==> config.mk <==
export PLATFORM = sky130hd
export DESIGN_NAME = pulse_seq_ctrl
export DESIGN_NICKNAME = d
export VERILOG_FILES = /design/src/rtl/pulse_seq_ctrl.sv
export SDC_FILE = /design/constraint.sdc
export NUM_CORES = 1
export LEC_CHECK = 0
export CAP_MARGIN = 20
export CORE_MARGIN = 1
export CORE_UTILIZATION = 64
export CTS_CLUSTER_SIZE = 8
export DETAILED_ROUTE_END_ITERATION = 6
export PLACE_DENSITY = 0.87
export RECOVER_POWER = 25
export SETUP_SLACK_MARGIN = 0.4
export SLEW_MARGIN = 20
export SYNTH_ARGS = -nofsm -noshare
export SYNTH_HDL_FRONTEND = slang
export SYNTH_SLANG_ARGS = --single-unit
==> constraint.sdc <==
create_clock -name clk_Pulse -period 10.2 [get_ports clk_Pulse]
set_input_delay 2.04 -clock clk_Pulse [delete_from_list [all_inputs] [get_ports clk_Pulse]]
set_output_delay 2.04 -clock clk_Pulse [all_outputs]
set_load 0.01 [all_outputs]
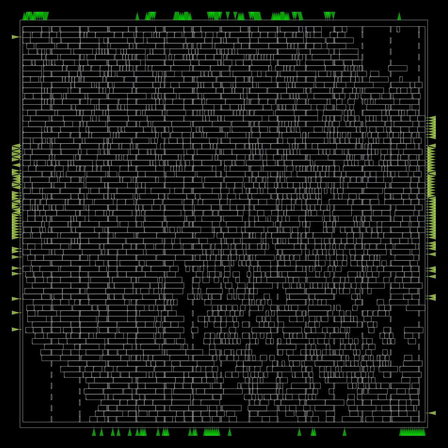
placement.png
Final Non-Filler Cells: 2912
core area: 37900 sq um
# Taps: 511

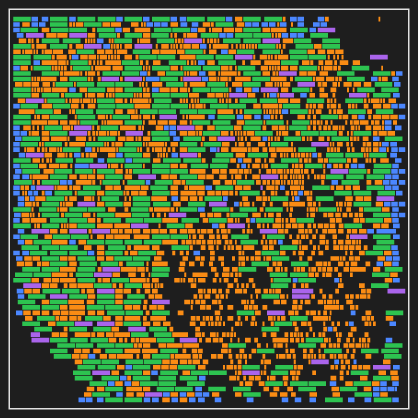
placement_by_type.png
Drawn at 2 px/micron.
Green marks sequential cells, cells 446. Purple marks clock drivers and dummy loads, cells 67. Blue marks remaining buffers and delay cells, cells 225. Orange marks combinational and other logic, cells 1658.
Seq/total area: 0.389
post-layout instance area: 28700 sq um
Final Core Density: 0.756

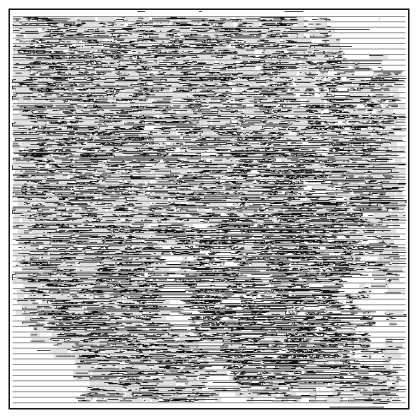
layer_met1.png
Drawn at 2 px/micron. Supply wires on this layer in grey.
2385 nets have wire on it. The layer carries 28.9 mm of wire. The wires run mostly horizontal. The longest straight run is 51.1 microns.
vias: 20300
Routed WL: 76900 microns
M1 GR Usage: 0.532

==> results.json <==
{
  "final_cell_mix": "444 x dfrtp_1, 352 x mux2_2, 196 x nand2_1",
  "synthArstFlopShare": 1.00,
  "p_comb_mw": 3.39,
  "post_cts_buffers": 0,
  "powerDensity_nw_per_um2": 299,
  "fp-utilization": 0.655,
  "cts_tree": "yes",
  "critPathKind": "input port to async pin",
  "critPathTopFamily": "buffers and inverters",
  "syn_to_final_growth_pct": 15.4,
  "p_seq_mw": 3.35,
  "die_h_microns": 199,
  "dp_hpwl_microns": 49100,
  "grt_pass1_vias": 20600,
  "layout_top_cell": "dfrtp_1",
  "buf_share": 0.0773,
  "grt.busiest_layer": "met2",
  "post_cts_resized": 0,
  "antenna_found_initial": 7,
  "ys_sh_mux": 0.248,
  "cts_buffers": 61,
  "diodes": 5,
  "fp.dieW_microns": 199,
  "finalClockSkew_ps": 34.2,
  "top_cell_area_share": 0.449,
  "crit_path_end_kind": "async pin",
  "ff2ff_path_depth": 12,
  "fillCellCount": 2360,
  "cts_sinks": 446,
  "p_comb_frac": 0.395,
  "synthXorXnorAreaFrac": 0.0339,
  "clkTransAtPathRegs_ps": 50,
  "grtUsageMet3": 0.0951,
  "cp.arrival_ps": 6550,
  "dr_wl_met3_microns": 8230,
  "netlist_top_cells_count": "446 x dfrtp_1, 352 x mux2_2, 198 x nand2_1",
  "ir_worst_vdd_mv": 0.253,
  "startpoint_type": "input port",
  "p_switching_mw": 3.22,
  "cp_max_fo": 157,
  "syn_area_per_cell_sq_um": 11.0,
  "holdPathStages": 1,
  "hold_class": "flop to flop",
  "clock.fmax_mhz": 149,
  "drc_errors": 0,
  "h-tree-depth": 2,
  "powerClk_mw": 1.84,
  "crit_required_ps": 10030,
  "seq_power_share": 0.390,
  "hold_slack_ps": 505,
  "top_cell": "dfrtp_1",
  "ys_sh_aoi": 0.0771,
  "cts_buffer_depth": 3,
  "internal_power_mw": 5.36,
  "yosysTopAreaCell": "dfrtp_1",
  "fin_crit_sh": 0.659,
  "wl_per_cell_microns": 26.4,
  "swShare": 0.375,
  "dpl.cell_count": 2838,
  "design.seq.count": 446,
  "ys.flops": 446,
  "vias_per_cell": 6.97,
  "place_ws_ps": 4440,
  "wl_met1_microns": 28900,
  "nets": 2551,
  "first_pass_iters": 6,
  "drive_gt1_frac": 0.244,
  "root_buffer": "clkbuf_16",
  "syn_inst": 2259,
  "drv_cap": 2,
  "simple_gate_share": 0.146,
  "grt_max_degree": 162,
  "clk_share": 0.0566,
  "dieArea_sq_um": 39600,
  "ys_sh_adder": 0.0101,
  "mappedNetlistArea_sq_um": 24800,
  "yosysCellCount": 2259,
  "holdBufCountCts": 0,
  "clockPowerShare": 0.214,
  "io_buffer_count": 196,
  "final-comb-area_sq_um": 12800,
  "crit_buf_inv": 2,
  "grt-ovfl-total": 0,
  "synthTopCellsByArea": "dfrtp_1 45%, mux2_2 16%, mux4_2 6.5%",
  "seq_area_sq_um": 11200,
  "top_layer_used": "met5",
  "io_pins": 198,
  "fin_setup_tns_ps": 0,
  "clk_latency_ps": 660,
  "synthFlopType": "dfrtp_1",
  "setup_slack_ps": 3480,
  "run_status": "finished, violations left",
  "slew_viol_final": 191,
  "row_count": 71,
  "grtUsageMet2": 0.620,
  "relSlewSlack": -1.60,
  "setup_violations": 0,
  "reg2reg_setup_slack_ps": 4400,
  "place_congestion": 0.992,
  "synth.distinct_cells": 79,
  "power_leakage_nw": 11.7,
  "drtIter0Drc": 2219,
  "rsz0062_at_grt": "false",
  "violations": "max-capacitance violations, max-slew violations",
  "max_stage_delay_ps": 2770,
  "worst-path-stages": 2,
  "synth.net_count": 2418,
  "grt_use_total": 0.397,
  "route.met2.wl_microns": 36200,
  "ys_seq_frac": 0.449,
  "worstPathCellList": "clkbuf_1, clkbuf_2",
  "yosysWarnings": 0,
  "sh_comb_area": 0.448,
  "hold_violations": 0,
  "worst_pin_slew_ps": 3890,
  "layout_min_cycle_time_ps": 6720,
  "antenna_left": 0,
  "slowest_stage": "clkbuf_2",
  "nClkBuffers": 65,
  "ys_top_logic_family": "multiplexers",
  "top_power_group": "combinational cells",
  "signal_buffers": 225,
  "power_mw": 8.58,
  "inv_count": 45,
  "dpl_cell_area_sq_um": 27000,
  "log.warning_count": 35,
  "logic_gates": 1613,
  "ys_area_sq_um": 24800,
  "edf_count": 0,
  "grt_pass1_wl_microns": 120000,
  "layout.cells.largest_class": "multi-input combinational cells"
}
